**config.mk**
```make
export PLATFORM = sky130hd
export DESIGN_NAME = hit_tracker
export DESIGN_NICKNAME = d
export VERILOG_FILES = /design/src/rtl/hit_tracker.sv
export SDC_FILE = /design/constraint.sdc
export NUM_CORES = 1
export LEC_CHECK = 0
export ABC_AREA = 1
export CAP_MARGIN = 5
export CORE_MARGIN = 10
export CORE_UTILIZATION = 34
export CTS_BUF_LIST = sky130_fd_sc_hd__clkbuf_2
export CTS_CLUSTER_SIZE = 20
export DETAILED_ROUTE_END_ITERATION = 16
export PLACE_DENSITY = 0.65
export SLEW_MARGIN = 0
export SYNTH_ARGS = -nofsm -noshare
export SYNTH_HDL_FRONTEND = slang
export SYNTH_SLANG_ARGS = --single-unit
export TNS_END_PERCENT = 20
```
**constraint.sdc**
```tcl
create_clock -name clk -period 3.59 [get_ports clk]
set_clock_uncertainty 0.2 [all_clocks]
set_input_delay 0.718 -clock clk [delete_from_list [all_inputs] [get_ports clk]]
set_output_delay 0.718 -clock clk [all_outputs]
set_load 0.03 [all_outputs]
```
**src/rtl/hit_tracker.sv**
```systemverilog
// Purpose: pairs each lit-light window with key presses; counts hits and misses and manages lives.
// Latency: one cycle from the sampled light/key change to the registered counters and strobes.
// Backpressure: none; inputs are level signals sampled every cycle and no input is ever stalled.
// Ports:
//   clk, reset (async active-low)
//   enable, load, use_lives, total_lives   game control from the top-level FSM
//   light_on/light_pos, key_down/key_pressed   light and keypad controller levels
//   points, misses, lives_left, hit_pulse, miss_pulse (registered), out_of_lives (decoded)
module hit_tracker #(
  parameter int POINT_WIDTH = 6,
  parameter int MAX_LIVES   = 9
) (
  input  logic                   clk,
  input  logic                   reset,
  input  logic                   enable,
  input  logic                   load,
  input  logic                   use_lives,
  input  logic [3:0]             total_lives,
  input  logic                   light_on,
  input  logic [3:0]             light_pos,
  input  logic                   key_down,
  input  logic [3:0]             key_pressed,
  output logic [POINT_WIDTH-1:0] points,
  output logic [POINT_WIDTH-1:0] misses,
  output logic [3:0]             lives_left,
  output logic                   hit_pulse,
  output logic                   miss_pulse,
  output logic                   out_of_lives
);

  typedef enum logic [1:0] {
    IDLE   = 2'd0,
    ARMED  = 2'd1,
    SCORED = 2'd2,
    LOCKED = 2'd3
  } state_t;

  localparam logic [POINT_WIDTH-1:0] CNT_MAX  = '1;
  localparam logic [3:0]             LIVES_CAP = 4'(MAX_LIVES);

  state_t                 state, state_nx;
  logic [3:0]             target, target_nx;
  logic                   light_q, key_q;
  logic [POINT_WIDTH-1:0] points_nx, misses_nx;
  logic [3:0]             lives_nx;
  logic                   hit_nx, miss_nx;

  logic open_evt, close_evt, press_evt;

  // Edge detectors run regardless of enable, so a light already lit when
  // enable rises never produces an open edge and is not armed.
  assign open_evt  = light_on & ~light_q;
  assign close_evt = ~light_on & light_q;
  assign press_evt = key_down & ~key_q;

  assign out_of_lives = use_lives & (lives_left == 4'd0);

  always_ff @(posedge clk or negedge reset) begin
    if (!reset) begin
      state      <= IDLE;
      target     <= 4'd0;
      light_q    <= 1'b0;
      key_q      <= 1'b0;
      points     <= '0;
      misses     <= '0;
      lives_left <= 4'd0;
      hit_pulse  <= 1'b0;
      miss_pulse <= 1'b0;
    end else begin
      state      <= state_nx;
      target     <= target_nx;
      light_q    <= light_on;
      key_q      <= key_down;
      points     <= points_nx;
      misses     <= misses_nx;
      lives_left <= lives_nx;
      hit_pulse  <= hit_nx;
      miss_pulse <= miss_nx;
    end
  end

  always_comb begin
    state_nx  = state;
    target_nx = target;
    points_nx = points;
    misses_nx = misses;
    lives_nx  = lives_left;
    hit_nx    = 1'b0;
    miss_nx   = 1'b0;

    if (load) begin
      state_nx  = IDLE;
      points_nx = '0;
      misses_nx = '0;
      lives_nx  = (total_lives > LIVES_CAP) ? LIVES_CAP : total_lives;
    end else if (!enable) begin
      // Leaving PLAY abandons any open window without counting it.
      state_nx = IDLE;
    end else begin
      unique case (state)
        IDLE: begin
          if (!close_evt && open_evt) begin
            target_nx = light_pos;
            state_nx  = ARMED;
          end
        end
        ARMED: begin
          // Close outranks press: a press on the closing edge is a miss.
          if (!close_evt && press_evt) begin
            if (key_pressed == target) begin
              points_nx = (points == CNT_MAX) ? points : points + 1'b1;
              hit_nx    = 1'b1;
              state_nx  = SCORED;
            end else begin
              state_nx = LOCKED;
            end
          end
        end
        SCORED: begin
          if (close_evt) state_nx = IDLE;
        end
        LOCKED: begin
          // Missed-window accounting is shared with ARMED below.
        end
        default: state_nx = IDLE;
      endcase

      if ((state == ARMED || state == LOCKED) && close_evt) begin
        misses_nx = (misses == CNT_MAX) ? misses : misses + 1'b1;
        miss_nx   = 1'b1;
        if (use_lives && lives_left != 4'd0) lives_nx = lives_left - 4'd1;
        state_nx  = IDLE;
      end
    end
  end

endmodule

```
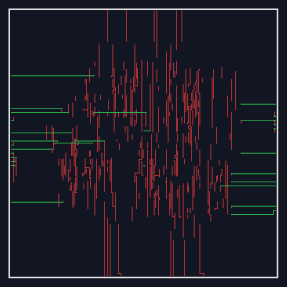
Run 1: wiring by layer
Scale: 3 px per micron. Two of the layers only.
layer	color	wire length
metal 3	green	292 microns
metal 2	red	1600 microns
global-route total usage across every layer: 9.65%
vias after detailed routing: 1395

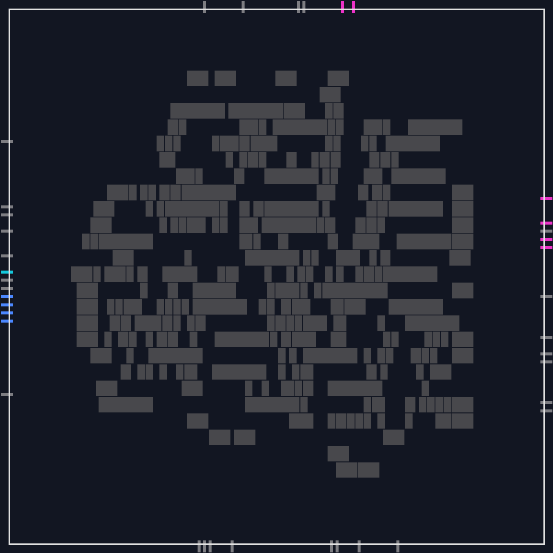
Run 1: ports around the boundary
Scale: 6 px per micron. Pins as bars across the die edge, other pins in gray.
port	color	pins	direction	edge
points	magenta	6	output	4 east, 2 north
total_lives	blue	4	input	west
enable	cyan	1	input	west
overall die width: 88.9 microns
Die Height: 88.9 microns

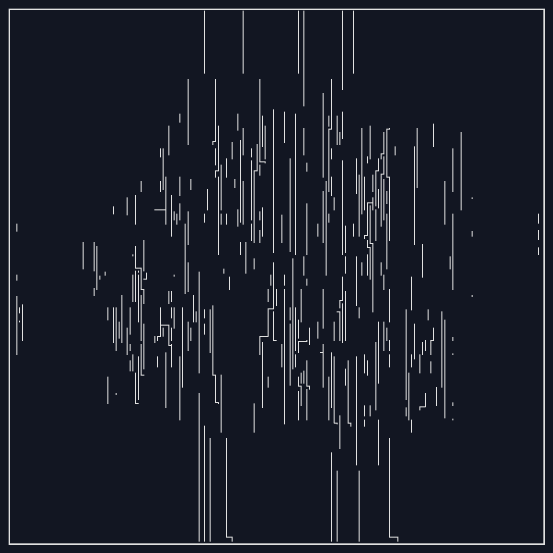
Run 1: met2 routing
Scale: 6 px per micron.
share of all routed wire	46%
nets with wire on the layer	203
fraction of met2 tracks used by global routing: 15.9%
wire length reported by the detailed router: 3490 microns

-- run 1: final cells by class --
cell class	instances	area, sq um	area share, %
Sequential cell	26	651	31.5
Multi-Input combinational cell	149	786	38.0
Inverter	37	139	6.72
Timing Repair Buffer	38	378	18.3
Clock buffer	3	15.0	0.727
Tap cell	54	67.6	3.27
Clock inverter	1	30.0	1.45
-- run 1: worst min path at each step --
stage / from / to / slack [ps] / cells past startpoint
after floorplan: reset / hit_pulse / 220 / 0
after CTS: target[2] / target[2] / 360 / 2
after global placement: target[0] / target[0] / 320 / 2
after detailed placement: target[2] / target[2] / 330 / 2
after global routing: target[2] / target[2] / 390 / 2
final: target[2] / target[2] / 350 / 2
-- run 1: logic make-up (layout without fill, tap and decap cells) --
| kind of cell | count (synthesis) | in the layout | share of synthesized area (%) |
|---|---|---|---|
| simple gates | 119 | 119 | 35.2 |
| flops | 26 | 26 | 40.3 |
| fa+ha+maj | 3 | 3 | 2.33 |
| buf+inv | 41 | 79 | 11.0 |
| compound gates | 22 | 22 | 8.45 |
| xor+xnor | 5 | 5 | 2.71 |
-- run 1: stage by stage --
stage	hold slack [ps]	total power [mW]
floorplan	222	0.462
global placement	322	0.525
detailed placement	331	0.530
CTS	359	0.719
global route	392	0.761
finish	354	0.709
-- run 1: power by group through the flow --
stage	Combinational (mW)	Sequential (mW)	Clock, mW
final	0.186	0.335	0.188
after CTS	0.190	0.336	0.193
after global routing	0.217	0.339	0.205
after floorplan	0.106	0.356	0
after detailed placement	0.190	0.341	0
after global placement	0.187	0.339	0
-- run 1: registers in the layout, summed over array words and instances, names as in the netlist --
signal      count
miss_pulse      1
hit_pulse       1
points          6
misses          6
lives_left      4
light_q         1
target          4
key_q           1
state           2
==> impl_metrics.toml, run 1 <==
# flow metrics
[timing]
worst_slack_ps = 561
report.final.setup_viol = 0
tightest_slew_ps = 496
clock.fmax_mhz = 330
worst_slew_margin_rel_pct = 66.9
setup_tns_ps = 0
timing.final.hold_violations = 0
timing.final.crit_period_ps = 3030
drv_slew = 0

[drt]
drc = 0
maxUsedRoutingLayer = "met4"
dr_wl_met2_microns = 1600
drt-wirelength-per-cell_microns = 11.3
final_antenna_net_count = 0
dr.pass1.iters = 4
post_drt_via_cell_ratio = 4.53
initialDrtViolationCount = 61

[clocking]
cts_tree = "yes"
cts_htree_levels = 1
worst_setup_hold_path_clk_slew_ps = 260
clkSinkCount = 26
cts.repair.resized = 0

[critical_path]
critPathKind = "reg -> out"
critical_path.startpoint = "lives_left[0]"
cp-start-kind = "register"
reg2reg_setup_slack_ps = 1820
reg2reg_depth = 7
timing.critical_path.depth = 7
slowest_stage = "sky130_fd_sc_hd__clkdlybuf4s50_1"
critical_path.reg2reg.endpoint = "points[2]"
crit_arrival_ps = 2110
cell_family_with_most_cp_delay = "buffers and inverters"
crit_required_ps = 2670
crit_buf_inv = 3

[grt]
grt_pass1_vias = 1409
groute.layer.met3.usage_pct = 3.19
antenna_found_initial = 0
grt_overflow_total = 0
most_used_layer_global_route = "met2"
wire_length_of_the_first_global_routing_pass_microns = 6180

[power_and_ir_drop]
p_sw_mw = 0.220
power.combinational.fraction_pct = 26.3
clock_power_share_pct = 26.5
internal_power_mw = 0.490
p_seq_share_pct = 47.3
vdd.ir_drop.worst_uv = 133
p_sw_share_pct = 31.0

[die]
io_pins = 38
floorplan.rows = 25
design.die.area_sq_mm = 0.00790
floorplan.initialDensity_pct = 34.6

[synth]
ys_seq_share_pct = 40.3
synthesis.area_per_instance_sq_um = 7.47
top_cell = "sky130_fd_sc_hd__nand2_1"
synth-edff-count = 0
postSynthCellCount = 216
ranking_of_synthesized_cells_by_area = "sky130_fd_sc_hd__dfrtp_1 (40%), sky130_fd_sc_hd__nand2_1 (14%), sky130_fd_sc_hd__inv_1 (8.4%), sky130_fd_sc_hd__nand3_1 (7.1%), sky130_fd_sc_hd__nor2_1 (4.2%)"
synth_stat.cells = 216
synth_largest_type_area_fraction_pct = 40.3
dominantRegCellSynth = "sky130_fd_sc_hd__dfrtp_1"
commonest_cells_in_the_netlist = "sky130_fd_sc_hd__nand2_1 (60), sky130_fd_sc_hd__inv_1 (36), sky130_fd_sc_hd__dfrtp_1 (26)"

[final_layout]
drive_above_1_share_pct = 9.06
dominant_logic_cell_types_in_the_final_layout = "sky130_fd_sc_hd__nand2_1 (60), sky130_fd_sc_hd__clkdlybuf4s50_1 (37), sky130_fd_sc_hd__inv_1 (36)"
final_core_utilization_pct = 44.3
fillCellCount = 489

[min_path]
hp-class = "reg -> reg"

[placed_design]
placement_cell_area_sq_mm = 0.00202
dp_cells = 304
gp_routability_congestion = 0.769
detailed_placement_wirelength_estimate_microns = 2750

[status]
status = "complete, no violations"
Run 1, I/O nets highlighted:
Scale: 3 px per micron.
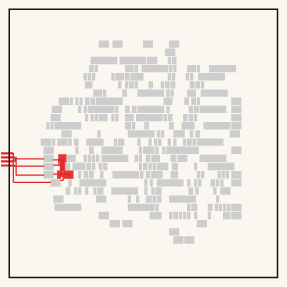

==> run 2, diff against run 1 <==
- PLACE_DENSITY: 0.65 -> 0.67
- clock period: 3.59 -> 2.5 ns (I/O delays scaled with it)
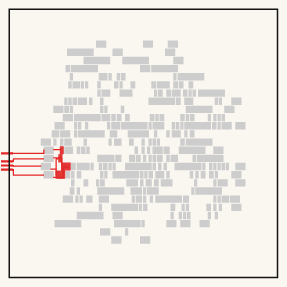
Run 2: I/O nets highlighted
Scale: 3 px per micron.
port	color	bits	direction	edge	end cells	wire
total_lives	red	4	input	west	6	70.8 microns

==> run 2 against run 1 <==
Effect of this change:
- first-iteration DRC count down 30%
- register-to-register slack got worse by 1100 ps
- flip-flop count is the same
- largest cell class unchanged
- global-route usage down 0.10 points
- sequential power rose by 43%
- critical path depth stayed put
- setup slack lost 320 ps
- worst hold slack got worse by 60 ps
- cell count increased by 0.65%
==> impl_metrics.toml, run 2 <==
# flow metrics
[die]
floorplan.rows = 25
die_w_microns = 88.9
floorplan.initialDensity_pct = 34.6
design.die.area_sq_mm = 0.00790
die_y_microns = 88.9

[timing]
timing.final.hold_violations = 0
drv_slew = 0
worst_slack_ps = 237
worst_slew_margin_rel_pct = 69.0
timing.final.crit_period_ps = 2260
setup_tns_ps = 0
tightest_slew_ps = 464

[synth]
commonest_cells_in_the_netlist = "sky130_fd_sc_hd__nand2_1 (60), sky130_fd_sc_hd__inv_1 (36), sky130_fd_sc_hd__dfrtp_1 (26)"
ranking_of_synthesized_cells_by_area = "sky130_fd_sc_hd__dfrtp_1 (40%), sky130_fd_sc_hd__nand2_1 (14%), sky130_fd_sc_hd__inv_1 (8.4%), sky130_fd_sc_hd__nand3_1 (7.1%), sky130_fd_sc_hd__nor2_1 (4.2%)"
synth-edff-count = 0
dominantRegCellSynth = "sky130_fd_sc_hd__dfrtp_1"

[drt]
drt-wirelength-per-cell_microns = 11.1
final_antenna_net_count = 0
initialDrtViolationCount = 43
post_drt_via_cell_ratio = 4.53
dr_wl_met2_microns = 1530

[grt]
track_usage_pct = 9.54
grt_pass1_vias = 1394
antenna_found_initial = 0
grt_overflow_total = 0

[final_layout]
drive_above_1_share_pct = 10.2

[critical_path]
cp-start-kind = "register"
reg2reg_setup_slack_ps = 760
critPathKind = "reg -> out"
crit_arrival_ps = 1560
cell_family_with_most_cp_delay = "flip-flops"
crit_required_ps = 1800
timing.critical_path.depth = 7

[placed_design]
placement_cell_area_sq_mm = 0.00204
gp_routability_congestion = 0.736

[clocking]
cts.repair.resized = 0
worst_setup_hold_path_clk_slew_ps = 230
clkSinkCount = 26
cts_htree_levels = 1

[status]
status = "complete, no violations"
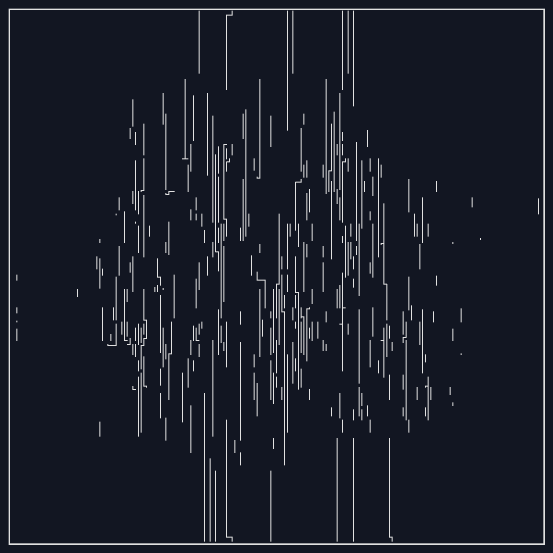
Run 2: met2 routing
Scale: 6 px per micron.
wire length on this layer	1530 microns
longest straight run	25.5 microns
nets with wire on the layer	215
fraction of met2 tracks used by global routing: 15.5%
wire length reported by the detailed router: 3430 microns
vias after detailed routing: 1403

-- run 2: routing by layer --
metal / vias to the layer above / global-route usage [%]
li1: 750 / -
met1: 622 / 11.3
met2: 27 / 15.5
met3: 4 / 3.74
met4: 0 / 3.08
met5: - / 0
-- run 2: logic make-up after synthesis --
logic type | count (synthesis) | synth area share, %
AND/OR/NAND/NOR | 119 | 35.2
adder cells (fa/ha/maj) | 3 | 2.33
buffers and inverters | 41 | 11.0
flip-flops | 26 | 40.3
AND-OR/OR-AND | 22 | 8.45
XOR/XNOR | 5 | 2.71
-- run 2: power breakdown --
part / switching [mW] / leakage, nW / total [mW] / internal (mW)
clock network: 0.118 / 0.0125 / 0.150 / 0.0326
registers: 0.0219 / 0.337 / 0.479 / 0.457
logic: 0.162 / 0.702 / 0.273 / 0.111
total: 0.302 / 1.05 / 0.902 / 0.601
-- run 2: worst max path at each step --
stage	from	to	slack, ps
2_1_floorplan	lives_left[0]	out_of_lives	420
3_3_place_gp	enable	target[3]	340
3_5_place_dp	light_on	points[2]	320
4_1_cts	lives_left[0]	out_of_lives	190
5_1_grt	lives_left[0]	out_of_lives	70
6_report	lives_left[0]	out_of_lives	240
-- run 2: cell type report --
cell class              instances  area, sq um  share of cell area, %
well taps                      54         67.6                   3.29
repair buffers                 41          398                   19.4
inverters                      37          139                   6.76
clock buffers                   3         15.0                  0.730
flip-flops and latches         26          651                   31.6
multi-input cells             149          786                   38.2
-- run 2: per-stage QoR --
step	hold WS, ps	cells
floorplan	4.41	216
global placement	319	307
detailed placement	329	307
CTS	282	310
global route	290	310
finish	293	310
Power and IR drop assume default switching activity.
